### config.mk
export PLATFORM = sky130hd
export DESIGN_NAME = fighter_action_ctrl
export DESIGN_NICKNAME = d
export VERILOG_FILES = /design/src/rtl/fighter_pkg.sv /design/src/rtl/btn_debounce.sv /design/src/rtl/fighter_action_ctrl.sv
export SDC_FILE = /design/constraint.sdc
export NUM_CORES = 1
export LEC_CHECK = 0
export ABC_CLOCK_PERIOD_IN_PS = 2220
export CAP_MARGIN = 15
export CORE_MARGIN = 5
export CORE_UTILIZATION = 36
export CTS_CLUSTER_SIZE = 14
export DETAILED_ROUTE_END_ITERATION = 10
export GPL_ROUTABILITY_DRIVEN = 0
export PLACE_DENSITY = 0.52
export SYNTH_ARGS = -nofsm -noshare
export SYNTH_HDL_FRONTEND = slang
export SYNTH_SLANG_ARGS = --single-unit
### constraint.sdc
create_clock -name clk -period 2.22 [get_ports clk]
set_clock_uncertainty 0.2 [all_clocks]
set_input_delay 0.222 -clock clk [delete_from_list [all_inputs] [get_ports clk]]
set_output_delay 0.222 -clock clk [all_outputs]
set_load 0.05 [all_outputs]
### src/rtl/fighter_pkg.sv
// rtl/fighter_pkg.sv - state encodings, default phase lengths and timer helpers for the fighter controller
package fighter_pkg;

  localparam int TMR_W = 5;

  localparam int DEF_JUMP_TICKS    = 16;
  localparam int DEF_WINDUP_TICKS  = 2;
  localparam int DEF_ACTIVE_TICKS  = 3;
  localparam int DEF_RECOVER_TICKS = 4;

  typedef enum logic [2:0] {
    ST_IDLE    = 3'd0,
    ST_WALK    = 3'd1,
    ST_JUMP    = 3'd2,
    ST_WINDUP  = 3'd3,
    ST_ACTIVE  = 3'd4,
    ST_RECOVER = 3'd5
  } state_t;

  // Phase timers count down from N-1 and release the phase on the tick that reads zero.
  function automatic logic [TMR_W-1:0] tmr_load(input int n);
    return TMR_W'(n - 1);
  endfunction

endpackage

### src/rtl/btn_debounce.sv
// rtl/btn_debounce.sv - 2-flop synchroniser, stability debounce and rising-edge strobe for one raw button
module btn_debounce #(
  parameter int DB_CYCLES = 500000,
  parameter int DB_W      = 20
) (
  input  logic clk,
  input  logic reset,
  input  logic i_btn,
  output logic o_level,
  output logic o_rise
);

  logic            r_s1;
  logic            r_s2;
  logic            r_level;
  logic            r_rise;
  logic [DB_W-1:0] r_cnt;
  logic            w_flip;

  // The level flips on the DB_CYCLES-th consecutive sample that disagrees with it.
  assign w_flip = (r_s2 != r_level) && (r_cnt == DB_W'(DB_CYCLES - 1));

  always_ff @(posedge clk) begin
    if (reset) begin
      r_s1    <= 1'b0;
      r_s2    <= 1'b0;
      r_level <= 1'b0;
      r_rise  <= 1'b0;
      r_cnt   <= '0;
    end else begin
      r_s1   <= i_btn;
      r_s2   <= r_s1;
      r_rise <= w_flip & ~r_level;
      if (r_s2 == r_level) begin
        r_cnt <= '0;
      end else if (w_flip) begin
        r_cnt   <= '0;
        r_level <= ~r_level;
      end else begin
        r_cnt <= r_cnt + 1'b1;
      end
    end
  end

  assign o_level = r_level;
  assign o_rise  = r_rise;

endmodule

### src/rtl/fighter_action_ctrl.sv
// rtl/fighter_action_ctrl.sv - per-player button conditioning and tick-driven walk/jump/attack FSM
// Define ATTACK_BUFFER_EN to keep one attack press made during ACTIVE/RECOVER and chain it into WINDUP.
module fighter_action_ctrl
  import fighter_pkg::*;
#(
  parameter int PLAYER_NO     = 0,
  parameter int DB_CYCLES     = 500000,
  parameter int DB_W          = 20,
  parameter int JUMP_TICKS    = DEF_JUMP_TICKS,
  parameter int WINDUP_TICKS  = DEF_WINDUP_TICKS,
  parameter int ACTIVE_TICKS  = DEF_ACTIVE_TICKS,
  parameter int RECOVER_TICKS = DEF_RECOVER_TICKS
) (
  input  logic       clk,
  input  logic       reset,
  input  logic       tick,
  input  logic       btn_left,
  input  logic       btn_right,
  input  logic       btn_jump,
  input  logic       btn_attack,
  output logic       moving_left,
  output logic       moving_right,
  output logic       jump_req,
  output logic       attack_hit,
  output logic       busy,
  output logic       facing,
  output logic [2:0] state
);

  logic [3:0] w_btn;
  logic [3:0] w_lvl;
  logic [3:0] w_rise;
  logic       w_unused_rise;

  assign w_btn = {btn_attack, btn_jump, btn_right, btn_left};

  for (genvar g = 0; g < 4; g++) begin : g_btn
    btn_debounce #(
      .DB_CYCLES(DB_CYCLES),
      .DB_W     (DB_W)
    ) u_db (
      .clk    (clk),
      .reset  (reset),
      .i_btn  (w_btn[g]),
      .o_level(w_lvl[g]),
      .o_rise (w_rise[g])
    );
  end

  // Direction buttons are consumed as levels; their edges have no use.
  assign w_unused_rise = &{1'b0, w_rise[1:0]};

  logic r_tick_d;
  logic r_jump_pend;
  logic r_att_pend;

  always_ff @(posedge clk) begin
    if (reset) begin
      r_tick_d    <= 1'b0;
      r_jump_pend <= 1'b0;
      r_att_pend  <= 1'b0;
    end else begin
      r_tick_d <= tick;
      if (r_tick_d) begin
        r_jump_pend <= w_rise[2];
        r_att_pend  <= w_rise[3];
      end else begin
        if (w_rise[2]) r_jump_pend <= 1'b1;
        if (w_rise[3]) r_att_pend  <= 1'b1;
      end
    end
  end

  logic w_hold_l;
  logic w_hold_r;

  assign w_hold_l = w_lvl[0] & ~w_lvl[1];
  assign w_hold_r = w_lvl[1] & ~w_lvl[0];

  state_t           r_state;
  state_t           w_state_n;
  logic [TMR_W-1:0] r_tmr;
  logic [TMR_W-1:0] w_tmr_n;
  logic             r_ml, w_ml_n;
  logic             r_mr, w_mr_n;
  logic             r_jr, w_jr_n;
  logic             r_facing, w_facing_n;
  logic             r_buf, w_buf_n;

  always_ff @(posedge clk) begin
    if (reset) begin
      r_state  <= ST_IDLE;
      r_tmr    <= '0;
      r_ml     <= 1'b0;
      r_mr     <= 1'b0;
      r_jr     <= 1'b0;
      r_facing <= (PLAYER_NO == 0);
      r_buf    <= 1'b0;
    end else begin
      r_state  <= w_state_n;
      r_tmr    <= w_tmr_n;
      r_ml     <= w_ml_n;
      r_mr     <= w_mr_n;
      r_jr     <= w_jr_n;
      r_facing <= w_facing_n;
      r_buf    <= w_buf_n;
    end
  end

  always_comb begin
    w_state_n  = r_state;
    w_tmr_n    = r_tmr;
    w_ml_n     = r_ml;
    w_mr_n     = r_mr;
    w_jr_n     = r_jr;
    w_facing_n = r_facing;
    w_buf_n    = r_buf;
    if (tick) begin
      w_ml_n = 1'b0;
      w_mr_n = 1'b0;
      w_jr_n = 1'b0;
      case (r_state)
        ST_IDLE, ST_WALK: begin
          if (r_att_pend) begin
            w_state_n = ST_WINDUP;
            w_tmr_n   = tmr_load(WINDUP_TICKS);
          end else if (r_jump_pend) begin
            w_state_n = ST_JUMP;
            w_tmr_n   = tmr_load(JUMP_TICKS);
            w_jr_n    = 1'b1;
            w_ml_n    = w_hold_l;
            w_mr_n    = w_hold_r;
          end else begin
            w_state_n = (w_hold_l | w_hold_r) ? ST_WALK : ST_IDLE;
            w_ml_n    = w_hold_l;
            w_mr_n    = w_hold_r;
          end
        end
        ST_JUMP: begin
          w_ml_n = w_hold_l;
          w_mr_n = w_hold_r;
          if (r_tmr == '0) w_state_n = (w_hold_l | w_hold_r) ? ST_WALK : ST_IDLE;
          else             w_tmr_n   = r_tmr - 1'b1;
        end
        ST_WINDUP: begin
          if (r_tmr == '0) begin
            w_state_n = ST_ACTIVE;
            w_tmr_n   = tmr_load(ACTIVE_TICKS);
          end else begin
            w_tmr_n = r_tmr - 1'b1;
          end
        end
        ST_ACTIVE: begin
`ifdef ATTACK_BUFFER_EN
          if (r_att_pend) w_buf_n = 1'b1;
`endif
          if (r_tmr == '0) begin
            w_state_n = ST_RECOVER;
            w_tmr_n   = tmr_load(RECOVER_TICKS);
          end else begin
            w_tmr_n = r_tmr - 1'b1;
          end
        end
        ST_RECOVER: begin
          if (r_tmr == '0) begin
`ifdef ATTACK_BUFFER_EN
            if (r_buf || r_att_pend) begin
              w_state_n = ST_WINDUP;
              w_tmr_n   = tmr_load(WINDUP_TICKS);
              w_buf_n   = 1'b0;
            end else begin
              w_state_n = ST_IDLE;
            end
`else
            w_state_n = ST_IDLE;
`endif
          end else begin
            w_tmr_n = r_tmr - 1'b1;
`ifdef ATTACK_BUFFER_EN
            if (r_att_pend) w_buf_n = 1'b1;
`endif
          end
        end
        default: begin
          w_state_n = ST_IDLE;
          w_tmr_n   = '0;
        end
      endcase
      if (w_ml_n)      w_facing_n = 1'b0;
      else if (w_mr_n) w_facing_n = 1'b1;
    end
  end

  assign moving_left  = r_ml;
  assign moving_right = r_mr;
  assign jump_req     = r_jr;
  assign facing       = r_facing;
  assign state        = r_state;
  assign attack_hit   = (r_state == ST_ACTIVE);
  assign busy         = (r_state == ST_WINDUP) || (r_state == ST_ACTIVE) || (r_state == ST_RECOVER);

endmodule
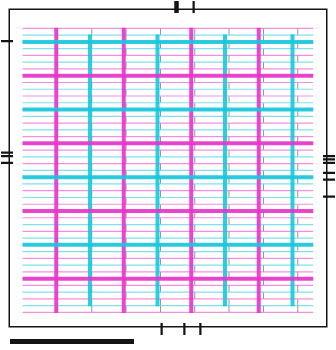
power_grid.png
Scale bar: 50 um. Pins as bars on the die edge. Tap cells in grey.
[cyan] VDD
[magenta] VSS
met4 straps: 8
tap cells: 176
met1 rails: 43

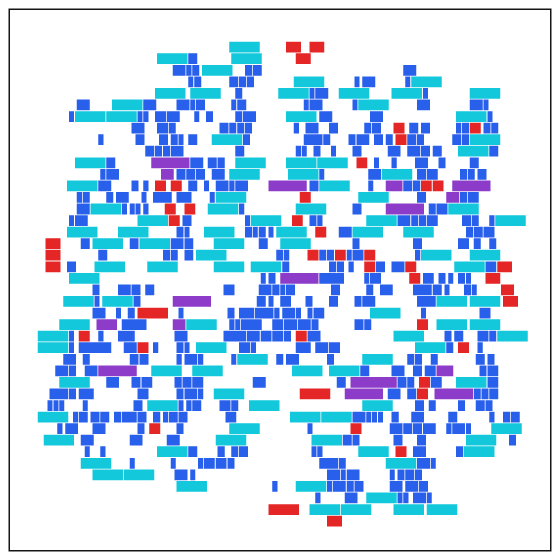
placement_by_type.png
[red] other buffers and delay cells | cells: 44
[cyan] flops | cells: 109
[blue] combinational and other logic | cells: 438
[purple] clock drivers and dummy loads | cells: 16

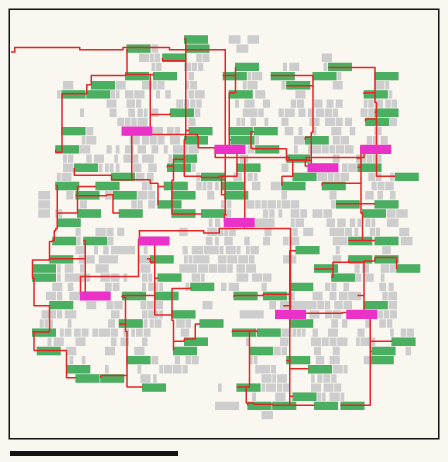
clk_routes.png
Scale bar: 50 um.
[green] flip-flops | count: 109
[red] clock wires | length: 1370 um
[magenta] clock drivers | count: 9
flops lie: spread over the die
routed clock nets: 10

==> flow_summary.json <==
{
  "grt_util_met2": 0.213,
  "holdBufCountCts": 0,
  "irDropWorstVdd_mv": 0.438,
  "initial_utilization": 0.370,
  "synth-area-yosys_um2": 4930,
  "r2r_slack_ns": 0.17,
  "grt_pass1_vias": 3878,
  "cells_traversed_along_the_worst_timing_path": "buf_4, or3b_2, inv_1, buf_12",
  "share_comb_of_total_power": 0.020,
  "tritoncts_buffers": 9,
  "top_ports": 16,
  "global_route.usage.total": 0.132,
  "remaining_drc_errors": 0,
  "drv_cap": 0,
  "fin_tns_setup_ns": 0,
  "power_clock_mw": 1.68,
  "rr_endpoint": "g_btn[2].u_db.r_cnt[19]$_SDFF_PP0_",
  "finalPower_mw": 3.73,
  "reg_top3": "g_btn.u_db.r_cnt x80, r_tmr x5",
  "worstSetupPathType": "flip-flop to output port",
  "largest_area_cell": "sky130_fd_sc_hd__dfxtp_1",
  "synthFlopType": "sky130_fd_sc_hd__dfxtp_1",
  "dp_hpwl_mm": 7.24,
  "timing.slew.headroom": 0.588,
  "power-per-cell-area_nw_per_um2": 643,
  "clock_latency_ns": 0.35,
  "yosys_cells": 567,
  "global_routing_met3_resource_utilization": 0.0363,
  "powerSeq_mw": 1.97,
  "crit_fanout": 19,
  "grt_antenna_before_repair": 0,
  "worst-endpoint-required_ns": 1.80,
  "htree_levels": 3,
  "detail_route.first_pass.iterations": 4,
  "synth_dominant_cell_count": "sky130_fd_sc_hd__dfxtp_1",
  "largest_register_ffs": 80,
  "min_from": "btn_attack",
  "postSynthSeqShare": 0.442,
  "max_clock_freq_ghz": 0.470,
  "tritoncts_num_sinks": 109,
  "power.share.switching": 0.216,
  "vias_per_inst": 5.23,
  "core.rowCount": 42,
  "timing.final.max_slew_violations": 0,
  "clk_pin_slew_ns": 0.07,
  "numPortBuffers": 15,
  "synthesis.nets": 581,
  "worst_tran_pin_value_ns": 0.612,
  "grt_max_degree": 20,
  "clock-root-buffer": "sky130_fd_sc_hd__clkbuf_16",
  "startpoint_type_of_the_worst_setup_path": "flip-flop",
  "top_cells_by_count": "109 x sky130_fd_sc_hd__dfxtp_1, 64 x sky130_fd_sc_hd__nor2_1, 44 x sky130_fd_sc_hd__a21oi_1",
  "most_frequently_placed_logic_cell_in_the_final_layout": "sky130_fd_sc_hd__dfxtp_1",
  "post_synth_inst_count": 567,
  "intPower_mw": 2.92,
  "route.final.wire_length_mm": 10.1,
  "fraction_of_registers_with_async_set_or_reset_after_synthesis": 0,
  "cp_num_cells": 4,
  "type_of_the_most_critical_hold_path": "input port to flip-flop",
  "syn-cell-area_um2": 4930,
  "largest_register_by_flop_count": "g_btn.u_db.r_cnt",
  "synth-edff-count": 0,
  "crit_path_largest_cell_delay_ns": 0.50,
  "grt_pass1_wl_mm": 17.9,
  "die_area_um2": 16100,
  "chipWidth_um": 127,
  "finalClockPeriodUsage": 0.959,
  "route.detailed.wl_per_inst_um": 12.9,
  "top_area_frac": 0.442,
  "yosysWarnings": 0,
  "final_layout_size_suffix_gt1_frac": 0.0988,
  "route.vias.total": 4095,
  "timing_hold_violations_final": 0,
  "most-common-layout-cells": "109 x sky130_fd_sc_hd__dfxtp_1, 64 x sky130_fd_sc_hd__nor2_1, 44 x sky130_fd_sc_hd__a21oi_1",
  "crit_family": "buffers and inverters",
  "synthDistinctLibCells": 49,
  "area_overhead_of_the_layout_relative_to_synthesis_pct": 17.5,
  "count_of_warning_messages_emitted_by_the_tools": 27,
  "insertedDiodeCount": 0,
  "synth.top_cells.by_area": "sky130_fd_sc_hd__dfxtp_1 44%, sky130_fd_sc_hd__xor2_1 5.9%, sky130_fd_sc_hd__nor2_1 4.9%",
  "endpoint_kind": "output port",
  "critPathArrivalTime_ns": 1.71,
  "seqPwrFrac": 0.529,
  "grt_busiest_layer": "met2",
  "startpoint": "state[2]$_SDFFE_PP0P_",
  "layout_min_cycle_time_ns": 2.13,
  "fill_cells": 1364,
  "fp.coreArea_um2": 13300,
  "detailedRoute.firstIterationViolations": 311,
  "critical_path.reg2reg.startpoint": "g_btn[2].u_db.r_cnt[1]$_SDFF_PP0_",
  "top_power_group": "registers",
  "cts.repair_timing.setup_buffer_count": 0,
  "outcome": "complete, no violations",
  "cts_tree": "done",
  "cp_slowest_cell": "sky130_fd_sc_hd__or3b_2",
  "final_antenna_net_count": 0,
  "final_net_count": 616,
  "cts.path.max_buffers": 2,
  "powerComb_mw": 0.0748,
  "sw_pwr_mw": 0.805,
  "reg2regPathDepth": 6,
  "crit_end": "attack_hit",
  "worstPathBufferInverterCount": 3,
  "floorplan.die.height_um": 127,
  "power_frac_clock": 0.451,
  "syn-mean-instance-area_um2": 8.70
}
==> what timing repair did <==
item,4_1_cts,5_1_grt
resized,1,2
cloned,0,0
setup endpoints to repair,1,1
==> worst min-delay path by stage <==
stage,endpoint,slack [ns],cells after the start
global route,g_btn[3].u_db.r_s1$_SDFF_PP0_,0.20,2
global placement,g_btn[3].u_db.r_s2$_SDFF_PP0_,0.22,1
detailed placement,g_btn[0].u_db.r_s2$_SDFF_PP0_,0.22,1
CTS,g_btn[3].u_db.r_s1$_SDFF_PP0_,0.20,2
finish,g_btn[3].u_db.r_s1$_SDFF_PP0_,0.22,2
floorplan,g_btn[0].u_db.r_s1$_SDFF_PP0_,0.15,1
==> metal layers <==
metal	part of all wire	up-vias
li1	-	2114
met1	0.50	1940
met2	0.47	35
met3	0.030	6
met4	0.0084	0
met5	0	-
==> cell type report <==
type	count	area (um2)	area share
clock inverter	6	78.8	0.0136
multi-input combinational	421	2620	0.452
clock buffer	10	239	0.0412
timing repair buffer	44	394	0.0680
tap	176	220	0.0380
sequential	109	2180	0.377
inverter	17	63.8	0.0110
==> per-stage QoR <==
stage,hold slack [ns],std cells,utilization,instance area (um2),setup WS (ns)
after CTS,0.198,783,0.433,5780,0.0884
after global placement,0.219,767,0.410,5470,0.181
after global routing,0.201,783,0.434,5800,-0.0121
after detailed placement,0.222,767,0.410,5470,0.155
final,0.217,783,0.434,5800,0.0915
after floorplan,0.150,567,-,4940,0.0453
==> logic make-up after synthesis <==
family	share of synthesized area
fa+ha+maj	0.0178
xor+xnor	0.0941
simple gates	0.299
compound gates	0.116
buf+inv	0.0302
flops	0.442
Power and IR drop assume default switching activity.
